[src/rtl/noc_switch_rr.sv]
// Registered NPORTS x NPORTS crossbar. Each output has its own round-robin
// arbiter and a wormhole lock that is held from a packet's head flit to its tail flit.
module noc_switch_rr #(
  parameter int DATA_W = 8,
  parameter int NPORTS = 5,
  parameter int SEL_W  = 3
) (
  input  logic                     clk,
  input  logic                     rst,
  input  logic [NPORTS*DATA_W-1:0] in_data,
  input  logic [NPORTS*SEL_W-1:0]  in_req,
  input  logic [NPORTS-1:0]        in_last,
  output logic [NPORTS-1:0]        in_grant,
  output logic [NPORTS*DATA_W-1:0] out_data,
  output logic [NPORTS-1:0]        out_valid
);

  typedef enum logic {
    ST_IDLE   = 1'b0,
    ST_LOCKED = 1'b1
  } state_e;

  state_e            state_q [NPORTS];
  state_e            state_d [NPORTS];
  logic [SEL_W-1:0]  owner_q [NPORTS];
  logic [SEL_W-1:0]  owner_d [NPORTS];
  logic [SEL_W-1:0]  ptr_q   [NPORTS];
  logic [SEL_W-1:0]  ptr_d   [NPORTS];
  logic [DATA_W-1:0] data_q  [NPORTS];
  logic [DATA_W-1:0] data_d  [NPORTS];
  logic [NPORTS-1:0] valid_q;
  logic [NPORTS-1:0] valid_d;

  logic [SEL_W-1:0]  req_a   [NPORTS];
  logic [DATA_W-1:0] din_a   [NPORTS];
  logic [NPORTS-1:0] hit;
  logic [SEL_W-1:0]  src     [NPORTS];
  logic [NPORTS-1:0] grant;

  for (genvar g = 0; g < NPORTS; g++) begin : g_port
    assign req_a[g]                      = in_req[g*SEL_W +: SEL_W];
    assign din_a[g]                      = in_data[g*DATA_W +: DATA_W];
    assign out_data[g*DATA_W +: DATA_W]  = data_q[g];
  end

  assign out_valid = valid_q;
  assign in_grant  = rst ? grant : '0;

  always_comb begin
    int idx;
    idx   = 0;
    grant = '0;
    hit   = '0;
    valid_d = '0;
    for (int o = 0; o < NPORTS; o++) begin
      state_d[o] = state_q[o];
      owner_d[o] = owner_q[o];
      ptr_d[o]   = ptr_q[o];
      data_d[o]  = data_q[o];
      src[o]     = '0;
    end

    for (int o = 0; o < NPORTS; o++) begin
      if (state_q[o] == ST_LOCKED) begin
        // A locked output only serves its owner; the pointer is left alone.
        if (req_a[owner_q[o]] == SEL_W'(o)) begin
          hit[o] = 1'b1;
          src[o] = owner_q[o];
          if (in_last[owner_q[o]]) state_d[o] = ST_IDLE;
        end
      end else begin
        for (int k = 0; k < NPORTS; k++) begin
          idx = int'(ptr_q[o]) + k;
          if (idx >= NPORTS) idx = idx - NPORTS;
          if (!hit[o] && req_a[idx] == SEL_W'(o)) begin
            hit[o] = 1'b1;
            src[o] = SEL_W'(idx);
          end
        end
        if (hit[o]) begin
          ptr_d[o] = (int'(src[o]) == NPORTS-1) ? '0 : src[o] + 1'b1;
          if (!in_last[src[o]]) begin
            state_d[o] = ST_LOCKED;
            owner_d[o] = src[o];
          end
        end
      end

      if (hit[o]) begin
        grant[src[o]] = 1'b1;
        data_d[o]     = din_a[src[o]];
        valid_d[o]    = 1'b1;
      end
    end
  end

  always_ff @(posedge clk or negedge rst) begin
    if (!rst) begin
      for (int o = 0; o < NPORTS; o++) begin
        state_q[o] <= ST_IDLE;
        owner_q[o] <= '0;
        ptr_q[o]   <= '0;
        data_q[o]  <= '0;
      end
      valid_q <= '0;
    end else begin
      for (int o = 0; o < NPORTS; o++) begin
        state_q[o] <= state_d[o];
        owner_q[o] <= owner_d[o];
        ptr_q[o]   <= ptr_d[o];
        data_q[o]  <= data_d[o];
      end
      valid_q <= valid_d;
    end
  end

endmodule

[config.mk]
export PLATFORM = sky130hd
export DESIGN_NAME = noc_switch_rr
export DESIGN_NICKNAME = d
export VERILOG_FILES = /design/src/rtl/noc_switch_rr.sv
export SDC_FILE = /design/constraint.sdc
export NUM_CORES = 1
export LEC_CHECK = 0
export ABC_AREA = 1
export CELL_PAD_IN_SITES_DETAIL_PLACEMENT = 0
export CELL_PAD_IN_SITES_GLOBAL_PLACEMENT = 1
export CORE_AREA = 5 5 175 177
export CTS_CLUSTER_SIZE = 16
export DETAILED_ROUTE_END_ITERATION = 10
export DIE_AREA = 0 0 180 182
export MAX_ROUTING_LAYER = met4
export PLACE_DENSITY = 0.93
export SYNTH_ARGS = -nofsm -noshare
export SYNTH_HDL_FRONTEND = slang
export SYNTH_SLANG_ARGS = --single-unit
[constraint.sdc]
create_clock -name clk -period 5.4 [get_ports clk]
set_clock_uncertainty 0.1 [all_clocks]
set_input_delay 1.62 -clock clk [delete_from_list [all_inputs] [get_ports clk]]
set_output_delay 1.62 -clock clk [all_outputs]
set_load 0.005 [all_outputs]
==> run_1/density.png <==
The die is cut into 18 by 18 equal tiles; white is low, dark blue is high, 0 to 100% covered.
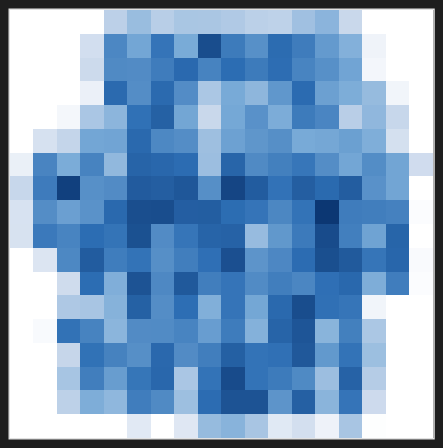
fullest tile: 97%
nearly empty tiles: 19%
densest ninth of the die: center
final core utilization: 54.7%
FP Util: 40.2%
core region area: 29100 um^2

==> run_1/met1.png <==
Supply wires on this layer in gray.
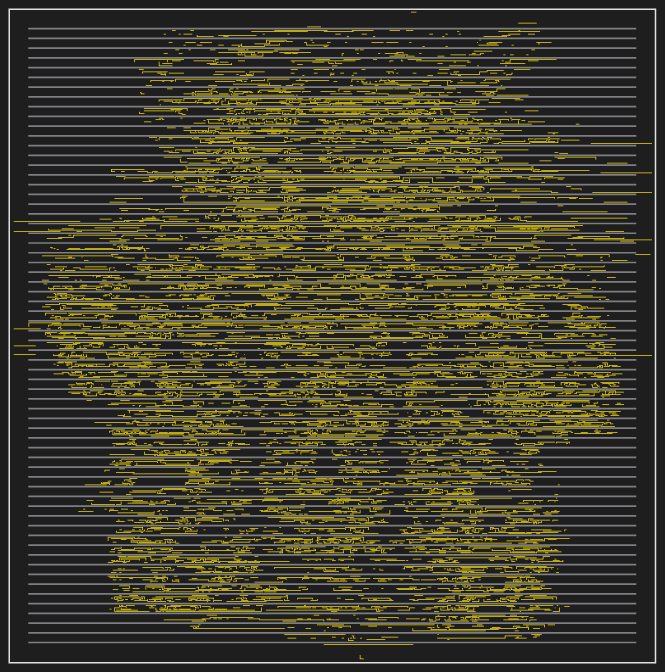
nets with wire on the layer: 2265
share of all routed wire: 41%
main direction: horizontal
longest straight run: 51.3 um

==> impl_metrics.toml, run 1 <==
# generated from flow reports
[synth]
yosysChipArea_um2 = 11700
synth_stat.cells = 2021
postSynthCellCount = 2021
synth.lib_cells_used.distinct = 52
yosysMostFrequentCell = "nand2_1"

[final_timing]
timing.final.crit_share_pct = 103
final_critical_path_setup_slack_ns = -0.176
finalHoldViolations = 0
setup_violations = 5
timing_worst_slew_pin_value_ns = 0.769

[clock_network]
cts-htree-levels = 3

[status]
violations = "negative setup slack"
status = "complete, but fails checks"

[global_route]
pin_count_of_the_biggest_net_entering_global_routing = 46
globalRoute.totalOverflow = 0

[drt]
drtPass1Iterations = 6
post_route_ant_nets = 0
drt_iter0_markers = 1434

[placed_design]
placedCellCount = 2668

[min_path]
hold_path_depth = 2

[job]
max_cap_violations = 0

[cells_and_area]
antenna_cells_inserted = 0
==> run_1/cell_classes.png <==
Scale bar: 50 um. Fill, decap, tap and diode cells in gray.
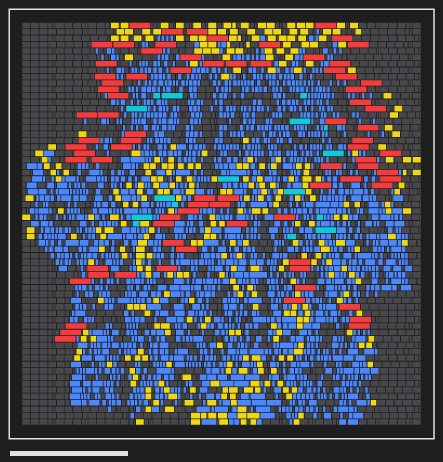
legend:
  all other logic:
    color: blue
    cells: 1905
    share_of_their_area: 66%
  clock drivers and dummy loads:
    color: cyan
    cells: 16
    share_of_their_area: 1.8%
  other buffers and delay cells:
    color: yellow
    cells: 347
    share_of_their_area: 19%
  flip-flops:
    color: red
    cells: 80
    share_of_their_area: 13%

==> run_1/final_congestion.png <==
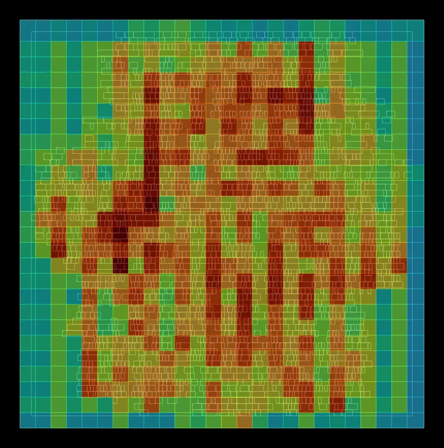
met3 usage: 3.81%
Global Route met2 Usage: 41.4%

==> run 1: what timing repair did <==
| action | in CTS | in global routing |
|---|---|---|
| pin swaps | 86 | 99 |
| resized | 201 | 139 |
| hold buffers | 0 | 0 |
| setup buffers | 44 | 11 |
| setup endpoints to repair | 5 | 5 |
==> run 1: final cells by class <==
cell class	instances	area, um^2
clock buffer	9	225
tap	390	488
fill	2767	13200
inverter	292	1120
clock inverter	7	60.1
sequential	80	2000
multi-input combinational	1613	9070
timing repair buffer	347	2950
==> run 1: state kept, by name, summed over array words and instances (netlist names) <==
name,cells
out_valid,5
ptr_q,15
state_q,5
out_data,40
owner_q,15
==> run 1: layout by cell type (no fill, tap or decap), types with 60 or more instances in the layout <==
cell / count
clkdlybuf4s50_1: 90
ha_1: 71
nand2_1: 633
inv_1: 234
nand4_1: 61
o21ai_0: 60
nor2_1: 98
nand3_1: 318
buf_4: 219
nand2_2: 72
dfrtp_1: 80
==> run 1: worst max-delay path: stages <==
cell,delay [ns]
buf_8,0.10
buf_6,0.11
nor3_2,0.09
buf_4,0.18
buf_6,0.11
buf_6,0.08
nand2_2,0.04
o211ai_1,0.09
nand2_1,0.08
a21oi_2,0.18
buf_6,0.14
buf_6,0.10
nand3b_1,0.12
nand2_2,0.11
nand2_2,0.07
nand2_4,0.10
nor2_4,0.05
nand2_1,0.06
nand2_1,0.07
nor2_1,0.13
nor2_2,0.07
buf_2,0.14
==> run 1: logic make-up after synthesis <==
group / Yosys count / share of synthesized area [%]
AND-OR/OR-AND: 164 / 8.11
adder cells (fa/ha/maj): 71 / 7.60
flip-flops: 80 / 17.1
buffers and inverters: 328 / 11.3
AND/OR/NAND/NOR: 1357 / 54.2
XOR/XNOR: 21 / 1.64
==> run 2, diff against run 1 <==
==> config.mk (replaced) <==
export PLATFORM = sky130hd
export DESIGN_NAME = noc_switch_rr
export DESIGN_NICKNAME = d
export VERILOG_FILES = /design/src/rtl/noc_switch_rr.sv
export SDC_FILE = /design/constraint.sdc
export NUM_CORES = 1
export LEC_CHECK = 0
export CELL_PAD_IN_SITES_DETAIL_PLACEMENT = 0
export CELL_PAD_IN_SITES_GLOBAL_PLACEMENT = 1
export CORE_AREA = 5 5 173 175
export CTS_CLUSTER_SIZE = 16
export DETAILED_ROUTE_END_ITERATION = 10
export DIE_AREA = 0 0 178 180
export MAX_ROUTING_LAYER = met4
export PLACE_DENSITY = 0.93
export SLEW_MARGIN = 20
export SYNTH_ARGS = -nofsm -noshare
export SYNTH_HDL_FRONTEND = slang
export SYNTH_SLANG_ARGS = --single-unit
==> run_2/met4.png <==
Scale bar: 50 um. Supply wires on this layer in gray.
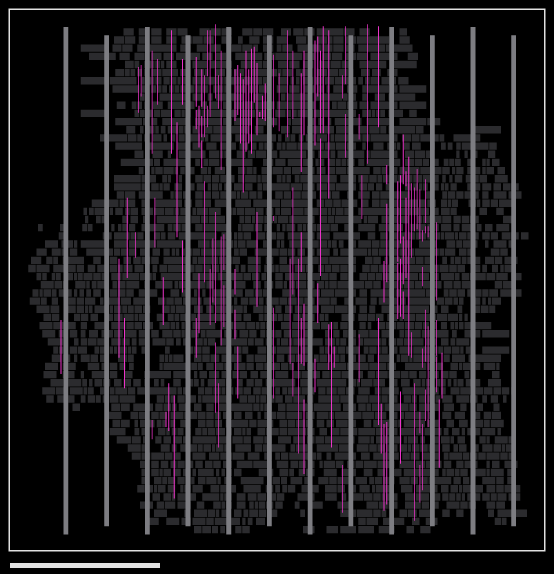
share of all routed wire: 5.3%
main direction: vertical
wire length on this layer: 2800 um
nets with wire on the layer: 118
longest straight run: 66.0 um

==> run 2 against run 1 <==
Compared with the run above:
- the flow still finishes with violations (negative setup slack)
- cell count is 8.6% lower
- die size fell by 2.2%
- worst setup slack got worse by 0.73 ns
- cell area up 18%
- first-iteration DRC count rose by 39%
- synthesized cell count shrank 22%
- critical endpoint unchanged
- largest cell class unchanged
- highest routed layer unchanged
==> impl_metrics.toml, run 2 <==
# generated from flow reports
[cells_and_area]
most-common-layout-cells = "479 x buf_4, 115 x o21ai_0, 110 x mux2i_1"
utilization_pct = 66.2
antenna_cells_inserted = 0
most_numerous_logic_cell_after_layout = "buf_4"
multi_input_comb_area_um2 = 10600

[synth]
yosysChipArea_um2 = 12400
synth.lib_cells_used.distinct = 119

[job]
max_cap_violations = 0

[global_route]
globalRoute.totalOverflow = 0
grt_use_met2_pct = 50.7
pin_count_of_the_biggest_net_entering_global_routing = 66

[min_path]
hold_path_depth = 2

[final_timing]
final_critical_path_setup_slack_ns = -0.905
setup_violations = 5
finalHoldViolations = 0

[setup_path]
cell_by_cell_trace_of_the_critical_path = "buf_8, buf_8, buf_6, or4bb_4, a21oi_4, o32ai_4, a21oi_2, buf_4, buf_4, o21a_1, a311o_1, o21ai_2, o22a_2, nand2_4, nor2_1, o41a_1, buf_2"
cp_num_cells = 17

[status]
violations = "negative setup slack"
status = "complete, but fails checks"

[die]
fp-utilization_pct = 43.9

[clock_network]
cts-htree-levels = 3
[run 2: cell count changes after synthesis, sizes merged, moves of 26 or more]
cell / change
nand4: -55
a31oi: +26
nand2: -618
nand3: -352
a21oi: +46
inv: -218
clkbuf: +36
nand2b: +30
o21ai: +37
a21o: +27
nor3: +35
mux2i: +112
o22a: +38
a211oi: +37
[run 2: how the worst min path moves through the flow]
stage / startpoint / endpoint / slack [ns]
finish: out_data[5] / out_data[5] / 0.41
global placement: out_data[2] / out_data[2] / 0.39
CTS: out_data[5] / out_data[5] / 0.41
detailed placement: out_data[2] / out_data[2] / 0.39
floorplan: out_data[2] / out_data[2] / 0.39
global route: out_data[26] / out_data[26] / 0.43
[run 2: cell type report]
class / count / share of cell area, %
Timing Repair Buffer: 623 / 27.3
Sequential cell: 80 / 10.7
Clock inverter: 6 / 0.400
Tap cell: 384 / 2.56
Inverter: 73 / 1.48
Clock buffer: 10 / 1.27
Multi-Input combinational cell: 1326 / 56.3
[run 2: cell families after synthesis]
group / synth area share, %
multiplexers: 11.8
flip-flops: 16.1
AND/OR/NAND/NOR: 24.2
AND-OR/OR-AND: 33.8
XOR/XNOR: 1.19
adder cells (fa/ha/maj): 7.15
buffers and inverters: 5.71
[run 2: stage by stage]
step	cells	setup TNS [ns]
after floorplan	1573	-2.08
after CTS	2490	-4.21
after detailed placement	2429	-9.94
final	2502	-4.22
after global routing	2502	-4.64
after global placement	2429	-8.45
[run 2: timing repair]
| item | CTS | global route |
|---|---|---|
| pin swaps | 47 | 52 |
| gates resized | 154 | 107 |
| buffers inserted | 42 | 12 |
| hold buffers | 0 | 0 |
| cloned | 4 | 2 |
| setup endpoints to repair | 5 | 5 |
